`src/rtl/generator_collector_if.sv`:
```
// ----------------------------------------------------------------------------
// generator_collector_if : producer, host-control and readback signal bundle
// Rev 1.0
// ----------------------------------------------------------------------------
`default_nettype none

interface generator_collector_if #(
  parameter int WIDTH = 32,
  parameter int DEPTH = 16,
  parameter int SUM_W = 48,
  parameter int CNT_W = $clog2(DEPTH + 1)
);
  logic             _go;
  logic             _busy;
  logic             _gen_start;
  logic [WIDTH-1:0] _gen_out0;
  logic             _gen_valid;
  logic             _gen_done;
  logic [CNT_W-1:0] _count;
  logic [SUM_W-1:0] _sum;
  logic             _overflow;
  logic             _finished;
  logic [WIDTH-1:0] _rd_data;
  logic             _rd_valid;
  logic             _rd_ready;

  modport slave (
    input  _go, _gen_out0, _gen_valid, _gen_done, _rd_ready,
    output _busy, _gen_start, _count, _sum, _overflow, _finished,
           _rd_data, _rd_valid
  );

  modport master (
    output _go, _gen_out0, _gen_valid, _gen_done, _rd_ready,
    input  _busy, _gen_start, _count, _sum, _overflow, _finished,
           _rd_data, _rd_valid
  );
endinterface

`default_nettype wire

```
`src/rtl/generator_collector.sv`:
```
// ----------------------------------------------------------------------------
// generator_collector : launches a generator run, buffers its words, replays them
// Rev 1.0
// ----------------------------------------------------------------------------
`default_nettype none

module generator_collector #(
  parameter int WIDTH = 32,
  parameter int DEPTH = 16,
  parameter int SUM_W = 48
) (
  input  wire logic            _clock,
  input  wire logic            _reset,
  generator_collector_if.slave bus
);
  localparam int CNT_W = $clog2(DEPTH + 1);
  localparam int AW    = $clog2(DEPTH);
  localparam logic [CNT_W-1:0] c_depth = CNT_W'(DEPTH);

  localparam logic [1:0] c_idle    = 2'd0;
  localparam logic [1:0] c_start   = 2'd1;
  localparam logic [1:0] c_collect = 2'd2;
  localparam logic [1:0] c_drain   = 2'd3;

  logic [1:0]       r_state, w_state_nxt;
  logic [CNT_W-1:0] r_count, w_count_nxt;
  logic [CNT_W-1:0] r_rd_ptr, w_rd_ptr_nxt, w_rd_ptr_inc;
  logic [SUM_W-1:0] r_sum, w_sum_nxt;
  logic             r_overflow, w_overflow_nxt;
  logic             r_finished, r_gen_start, r_busy;
  logic             r_rd_valid, w_rd_valid_nxt;
  logic [WIDTH-1:0] r_rd_data, w_rd_data_nxt;
  logic [WIDTH-1:0] r_buf [DEPTH];
  logic             w_wr_en, w_xfer;

  assign w_wr_en      = (r_state == c_collect) && bus._gen_valid && (r_count < c_depth);
  assign w_xfer       = r_rd_valid && bus._rd_ready;
  assign w_rd_ptr_inc = r_rd_ptr + CNT_W'(w_xfer);

  always_ff @(posedge _clock or posedge _reset) begin
    if (_reset) r_state <= c_idle;
    else        r_state <= w_state_nxt;
  end

  // Leaving DRAIN looks at the post-transfer pointer so _busy drops right after the last word
  always_comb begin
    w_state_nxt = r_state;
    case (r_state)
      c_idle:    if (bus._go) w_state_nxt = c_start;
      c_start:   w_state_nxt = c_collect;
      c_collect: if (bus._gen_done) w_state_nxt = c_drain;
      c_drain:   if (w_rd_ptr_inc == r_count) w_state_nxt = c_idle;
      default:   w_state_nxt = c_idle;
    endcase
  end

  always_comb begin
    w_count_nxt    = r_count;
    w_sum_nxt      = r_sum;
    w_overflow_nxt = r_overflow;
    w_rd_ptr_nxt   = r_rd_ptr;
    if (r_state == c_idle && w_state_nxt == c_start) begin
      w_count_nxt    = '0;
      w_sum_nxt      = '0;
      w_overflow_nxt = 1'b0;
      w_rd_ptr_nxt   = '0;
    end
    if (w_wr_en) begin
      w_count_nxt = r_count + CNT_W'(1);
      w_sum_nxt   = r_sum + SUM_W'(signed'(bus._gen_out0));
    end
    if (r_state == c_collect && bus._gen_valid && !w_wr_en) w_overflow_nxt = 1'b1;
    if (r_state == c_drain) w_rd_ptr_nxt = w_rd_ptr_inc;
    w_rd_valid_nxt = (w_state_nxt == c_drain) && (w_rd_ptr_nxt < w_count_nxt);
    w_rd_data_nxt  = r_rd_data;
    // A word stored on the same edge that enters DRAIN is not yet in r_buf
    if (w_rd_valid_nxt) begin
      if (w_wr_en && (r_count[AW-1:0] == w_rd_ptr_nxt[AW-1:0]))
        w_rd_data_nxt = bus._gen_out0;
      else
        w_rd_data_nxt = r_buf[w_rd_ptr_nxt[AW-1:0]];
    end
  end

  always_ff @(posedge _clock) begin
    if (w_wr_en) r_buf[r_count[AW-1:0]] <= bus._gen_out0;
  end

  always_ff @(posedge _clock or posedge _reset) begin
    if (_reset) begin
      r_count     <= '0;
      r_sum       <= '0;
      r_overflow  <= 1'b0;
      r_rd_ptr    <= '0;
      r_rd_valid  <= 1'b0;
      r_rd_data   <= '0;
      r_finished  <= 1'b0;
      r_gen_start <= 1'b0;
      r_busy      <= 1'b0;
    end else begin
      r_count     <= w_count_nxt;
      r_sum       <= w_sum_nxt;
      r_overflow  <= w_overflow_nxt;
      r_rd_ptr    <= w_rd_ptr_nxt;
      r_rd_valid  <= w_rd_valid_nxt;
      r_rd_data   <= w_rd_data_nxt;
      r_finished  <= (r_state == c_collect) && (w_state_nxt == c_drain);
      r_gen_start <= (w_state_nxt == c_start);
      r_busy      <= (w_state_nxt != c_idle);
    end
  end

  assign bus._busy      = r_busy;
  assign bus._gen_start = r_gen_start;
  assign bus._count     = r_count;
  assign bus._sum       = r_sum;
  assign bus._overflow  = r_overflow;
  assign bus._finished  = r_finished;
  assign bus._rd_data   = r_rd_data;
  assign bus._rd_valid  = r_rd_valid;
endmodule

`default_nettype wire
```
`src/flat_wrapper.sv`:
```
// flat-port wrapper written by rule: the top's interface ports become plain ports
module generator_collector_flat 
#(
  parameter int WIDTH = 32,
  parameter int DEPTH = 16,
  parameter int SUM_W = 48
)
  (_clock, _reset, bus__go, bus__gen_out0, bus__gen_valid, bus__gen_done, bus__rd_ready, bus__busy, bus__gen_start, bus__count, bus__sum, bus__overflow, bus__finished, bus__rd_data, bus__rd_valid);
  generator_collector_if #(.WIDTH(WIDTH), .DEPTH(DEPTH), .SUM_W(SUM_W)) bus_i ();
  input  wire logic _clock;
  input  wire logic _reset;
  input wire logic [$bits(bus_i._go)-1:0] bus__go;
  input wire logic [$bits(bus_i._gen_out0)-1:0] bus__gen_out0;
  input wire logic [$bits(bus_i._gen_valid)-1:0] bus__gen_valid;
  input wire logic [$bits(bus_i._gen_done)-1:0] bus__gen_done;
  input wire logic [$bits(bus_i._rd_ready)-1:0] bus__rd_ready;
  output wire logic [$bits(bus_i._busy)-1:0] bus__busy;
  output wire logic [$bits(bus_i._gen_start)-1:0] bus__gen_start;
  output wire logic [$bits(bus_i._count)-1:0] bus__count;
  output wire logic [$bits(bus_i._sum)-1:0] bus__sum;
  output wire logic [$bits(bus_i._overflow)-1:0] bus__overflow;
  output wire logic [$bits(bus_i._finished)-1:0] bus__finished;
  output wire logic [$bits(bus_i._rd_data)-1:0] bus__rd_data;
  output wire logic [$bits(bus_i._rd_valid)-1:0] bus__rd_valid;
  assign bus_i._go = bus__go;
  assign bus_i._gen_out0 = bus__gen_out0;
  assign bus_i._gen_valid = bus__gen_valid;
  assign bus_i._gen_done = bus__gen_done;
  assign bus_i._rd_ready = bus__rd_ready;
  assign bus__busy = bus_i._busy;
  assign bus__gen_start = bus_i._gen_start;
  assign bus__count = bus_i._count;
  assign bus__sum = bus_i._sum;
  assign bus__overflow = bus_i._overflow;
  assign bus__finished = bus_i._finished;
  assign bus__rd_data = bus_i._rd_data;
  assign bus__rd_valid = bus_i._rd_valid;
  generator_collector #(.WIDTH(WIDTH), .DEPTH(DEPTH), .SUM_W(SUM_W)) u_core (._clock(_clock), ._reset(_reset), .bus(bus_i));
endmodule
```
`config.mk`:
```
export PLATFORM = sky130hd
export DESIGN_NAME = generator_collector_flat
export DESIGN_NICKNAME = d
export VERILOG_FILES = /design/src/rtl/generator_collector_if.sv /design/src/rtl/generator_collector.sv /design/src/flat_wrapper.sv
export SDC_FILE = /design/constraint.sdc
export NUM_CORES = 1
export LEC_CHECK = 0
export CELL_PAD_IN_SITES_DETAIL_PLACEMENT = 0
export CELL_PAD_IN_SITES_GLOBAL_PLACEMENT = 1
export CORE_AREA = 2 2 188 328
export CTS_CLUSTER_DIAMETER = 30
export CTS_CLUSTER_SIZE = 28
export DETAILED_ROUTE_END_ITERATION = 12
export DIE_AREA = 0 0 190 330
export HOLD_SLACK_MARGIN = 0.08
export PLACE_DENSITY_LB_ADDON = 0.05
export SLEW_MARGIN = 20
export SYNTH_ARGS = -nofsm -noshare
export SYNTH_HDL_FRONTEND = slang
export SYNTH_SLANG_ARGS = --single-unit
```
`constraint.sdc`:
```
create_clock -name _clock -period 4.6 [get_ports _clock]
set_input_delay 0.69 -clock _clock [delete_from_list [all_inputs] [get_ports _clock]]
set_output_delay 0.69 -clock _clock [all_outputs]
set_load 0.05 [all_outputs]
```
==> ci_impl_report.md, run 1 <==
## PnR job results

| Metric | Value |
|---|---|
| Status | finished clean |
| Insertion Delay late pin | 640 ps |
| Met2 usage | 0.442 |
| Fillers | just over 5000 |
| CTS tree | yes |
| DRC | 0 |
| Yosys stat area | 26800 µm² |
| Total power | between 0.02 and 0.025 W |
| Most frequent cells after synthesis | edfxtp_1 (512), nand2_1 (367), a211oi_1 (194) |
| Hold Worst Slack | roughly 480 ps |
| Clk root buf | clkbuf_16 |
| Cell area leaders | edfxtp_1 (57%), dfrtp_1 (9.1%), a211oi_1 (5.4%), nand2_1 (5.1%), and2_1 (3.0%) |
| Met3 Usage GRT | 0.0370 |
| Routed vias | 18200 |
| Worst setup SP type | primary input |
| Site Rows | 119 |
| Async SR Flop Fraction | 0.159 |
| DP Area | ~29000 µm² |
| Fraction of layout cells with a size suffix above 1 | 0.133 |
| Max rail drop VDD | between 0.5 and 0.6 mV |
| Top achievable clock speed | 277 MHz |
| DR iter-0 viols | 1204 |
| Slew Viols, Final | 0 |
| Finished Layout Cells | 3159 |
| Instance count on the critical path | 14 |
| Reg clk slew, reported paths | 50 ps |
| Max Clock Skew | 33.5 ps |
| EDFF count, synth | 512 |
| Area share, top type | 0.574 |
| Setup-failing EPs final | 0 |
| Gr busiest metal | met2 |
| Met2 wire length | 39700 µm |
| Sw frac | 0.374 |
| WP buf/inv | 2 |
| Worst R2R End | u_core.bus._rd_data[18] |
| Syn. warnings | 0 |
| Relative slew slack | 0.335 |
| CTS max path bufs | 3 |
| Hold path startpoint | u_core.bus._rd_data[13] |
| # IOs | 128 |
| Post-CTS Hold Fix Bufs | 0 |
| Mean Syn Cell Area | 12.7 µm² |
| First-pass GRT wire length | 115000 µm |
| GRT overflow | 0 |
| Top-count cell post-synth | edfxtp_1 |
| Area Growth Syn to Fin | 22.4% |
| Setup ws final | 996 ps |
| Cts bufs inserted | 95 |
| # Cells Yosys | 2112 |
| WL final | 76600 µm |
| Drt first pass iters | 5 |
| GR Util All Layers | 0.248 |
| Minimum clock period | around 3600 ps |
| WP data required | 5090 ps |
| Flops | 609 |
| Post-DP HPWL | 44900 µm |
| Post-synthesis compound-gate area fraction | 0.150 |
| Vias in the first global route | approximately 19000 |
| H-Tree Depth | 3 |
| Max cap viols | 0 |
| DP Cell Count | 2980 |
| Crit end category | flop |
| Critical path's top delay family | AND-OR/OR-AND gates |
| P_comb | 0.00795 W |
| Switching power | 0.00832 W |
| Flop share of the area | 0.543 |
| Initial Util | 0.446 |
| Dominant logic cell type in the layout | edfxtp_1 |
| Critical path's largest stage delay | 610 ps |
| Pleak | approximately 12 nW |
| Largest register FFs | 512 |
| Pwr top | combinational logic |
| Register Area | 17800 µm² |
| R2r worst-path depth | 12 |
| Internal power | 0.0139 W |
Run 1, placed cells, one color a class:
Scale bar: 50 µm.
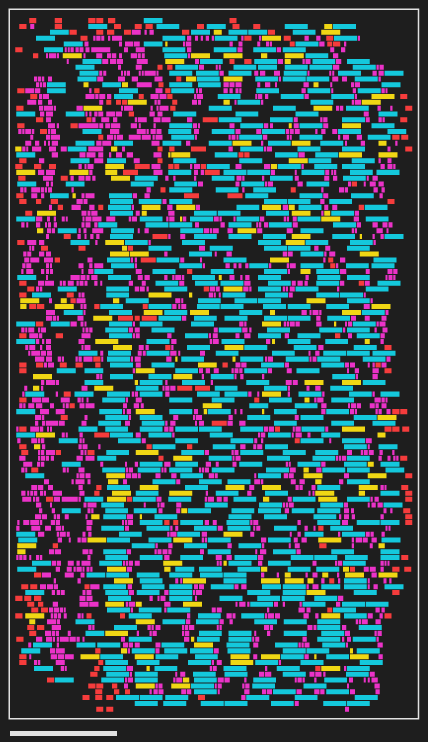
legend:
  remaining buffers and delay cells:
    color: red
    cells: 222
    share_of_their_area: 6.8%
  registers:
    color: cyan
    cells: 609
    share_of_their_area: 56%
  remaining logic cells:
    color: magenta
    cells: 1363
    share_of_their_area: 27%
  clock drivers and dummy loads:
    color: yellow
    cells: 179
    share_of_their_area: 10%

Run 1, routed clock nets over the placement:
Scale bar: 50 µm.
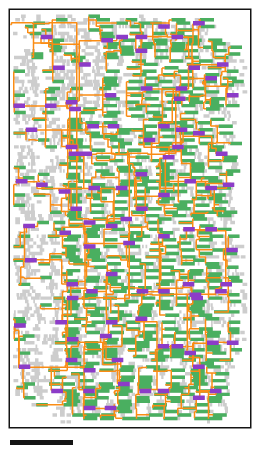
legend:
  clock-net drivers:
    color: purple
    count: 95
  flip-flops:
    color: green
    count: 609
  clock wires:
    color: orange
    length: 7870 µm
flops lie: all over the die
routed clock nets: 96

Run 1, gate families picked out:
Scale bar: 50 µm.
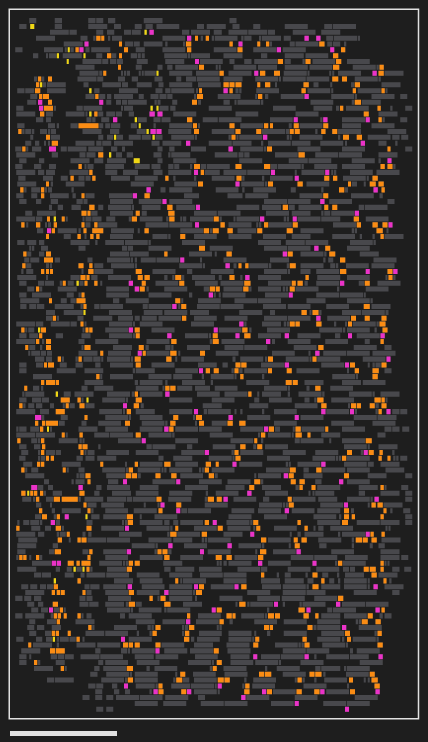
legend:
  aoi and oai cells:
    color: orange
    cells: 557
    most_used: a211oi_1
    where: all over the die
  inv cells:
    color: yellow
    cells: 32
    most_used: inv_1
  and/or cells:
    color: magenta
    cells: 149
    most_used: and2_1
    where: all over the die

Run 1, supply network:
Pins as bars on the die edge. Tap cells in gray.
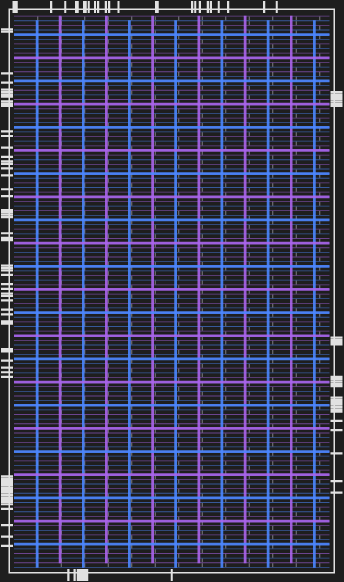

## Run 2: what changed since run 1
Clock period 4.6 ns to 3.1 ns, I/O delays scaled along.
Run 2, supply network:
Pins as bars on the die edge. Tap cells in gray.
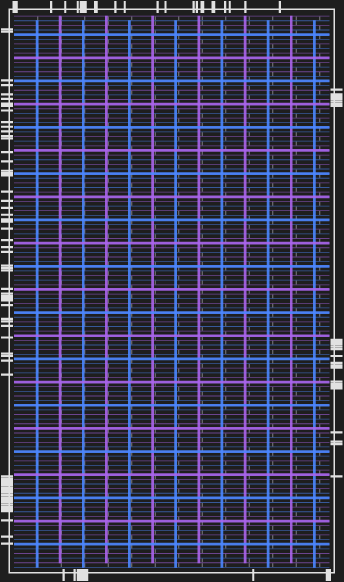
legend:
  VDD:
    color: purple
  VSS:
    color: blue
tap cells: 786
rows: 119
met5 straps: 23
signal pins: 128

Run 2, clock wiring as the flow saved it:
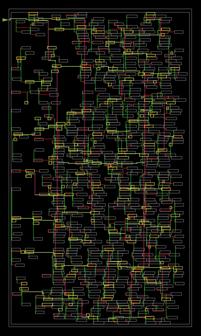
Max Clock Skew: 24.5 ps
Insertion Delay late pin: 650 ps

Run 2, routed clock nets over the placement:
Scale bar: 50 µm.
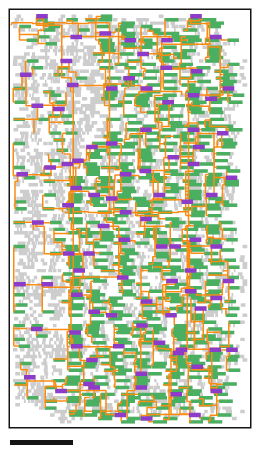
legend:
  flip-flops:
    color: green
    count: 609
  clock-net drivers:
    color: purple
    count: 93
  clock wires:
    color: orange
    length: 7950 µm
routed clock nets: 94

==> ci_impl_report.md, run 2 <==
## PnR job results

| Metric | Value |
|---|---|
| Status | finished clean |
| Post-DP HPWL | 49400 µm (+10%) |
| Met3 Usage GRT | 0.0370 (unchanged) |
| TAP cells | a little under 800 |
| Critical path's top delay family | AND-OR/OR-AND gates |
| Vias in the first global route | 19700 (+5.7%) |
| Instance count on the critical path | 16 (+2) |
| EDFF count, synth | 512 (unchanged) |
| Critical path's largest stage delay | 450 ps (-160 ps) |
| Most frequent cells after synthesis | edfxtp_1 (512), nand2_1 (367), a211oi_1 (194) |
| Reg clk slew, reported paths | 50 ps (about the same) |
| Largest register FFs | 512 (unchanged) |
| DP Area | 31900 µm² (+8.3%) |
| Initial Util | 0.446 (unchanged) |
| Fillers | 4826 (-4.2%) |
| Register Area | 17800 µm² (about the same) |
| Clk root buf | clkbuf_16 |
| Top achievable clock speed | 336 MHz |
| Post-synthesis compound-gate area fraction | 0.150 (unchanged) |
| Minimum clock period | 2980 ps |
| Setup-failing EPs final | 0 (unchanged) |
| # IOs | 128 (unchanged) |
| Internal power | 0.0219 W (+57%) |
| Site Rows | 119 (unchanged) |
| Top-count cell post-synth | edfxtp_1 |
| Crit end category | flop |
| WP data required | 3610 ps (-1480 ps) |
| Flop share of the area | 0.505 (-0.0379) |
| Switching power | 0.0130 W (+56%) |
| # Cells Yosys | 2112 (unchanged) |
| Initial antenna violation count | 0 |
| Setup ws final | 123 ps (-873 ps) |
| Syn. warnings | 0 (unchanged) |
| Flops | 609 (unchanged) |
| Clock group | between 0.01 and 0.015 W |
| Yosys stat area | 26800 µm² (unchanged) |
| DRC | 0 (unchanged) |
| Logic share of the area | 0.242 |
| Tool warnings | 30 |
| Fraction of layout cells with a size suffix above 1 | 0.222 (+0.0891) |
| Area Growth Syn to Fin | 31.6% |
| Dominant logic cell type in the layout | edfxtp_1 |
| Drt first pass iters | 5 (unchanged) |
| Async SR Flop Fraction | 0.159 (unchanged) |
| Pwr top | combinational logic |
| WP buf/inv | 4 (+2) |
| Met2 usage | 0.469 (+0.0271) |
| Post-CTS Hold Fix Bufs | 0 (unchanged) |
| Hold Worst Slack | 232 ps (-246 ps) |
| Worst R2R End | u_core.bus._sum[47] |
| Sw frac | 0.373 (-0.000772) |
| GR Util All Layers | 0.257 (+0.00941) |
| PortBufs | between 100 and 150 |
| DR iter-0 viols | 1250 (+3.8%) |
| Max rail drop VDD | 0.738 mV (+39%) |
| Total power | 0.0349 W (+57%) |
| Area share, top type | 0.574 (unchanged) |
| Mean Syn Cell Area | 12.7 µm² (unchanged) |
| Met2 wire length | 42200 µm (+6.3%) |
| H-Tree Depth | 3 (unchanged) |
| P_comb | 0.0140 W (+76%) |
| Relative slew slack | 0.490 (+0.155) |
| Cts bufs inserted | 93 (-2.1%) |
| CTS max path bufs | 3 (unchanged) |
| Gr busiest metal | met2 |
| Pleak | 13.0 nW (+11%) |
| First-pass GRT wire length | 119000 µm (+3.5%) |
| Slew Viols, Final | 0 (unchanged) |
| Max cap viols | 0 (unchanged) |
| Cell area leaders | edfxtp_1 (57%), dfrtp_1 (9.1%), a211oi_1 (5.4%), nand2_1 (5.1%), and2_1 (3.0%) |
| CTS tree | yes |
| Routed vias | 19200 (+5.4%) |
Power is estimated from default activity; no workload was simulated.
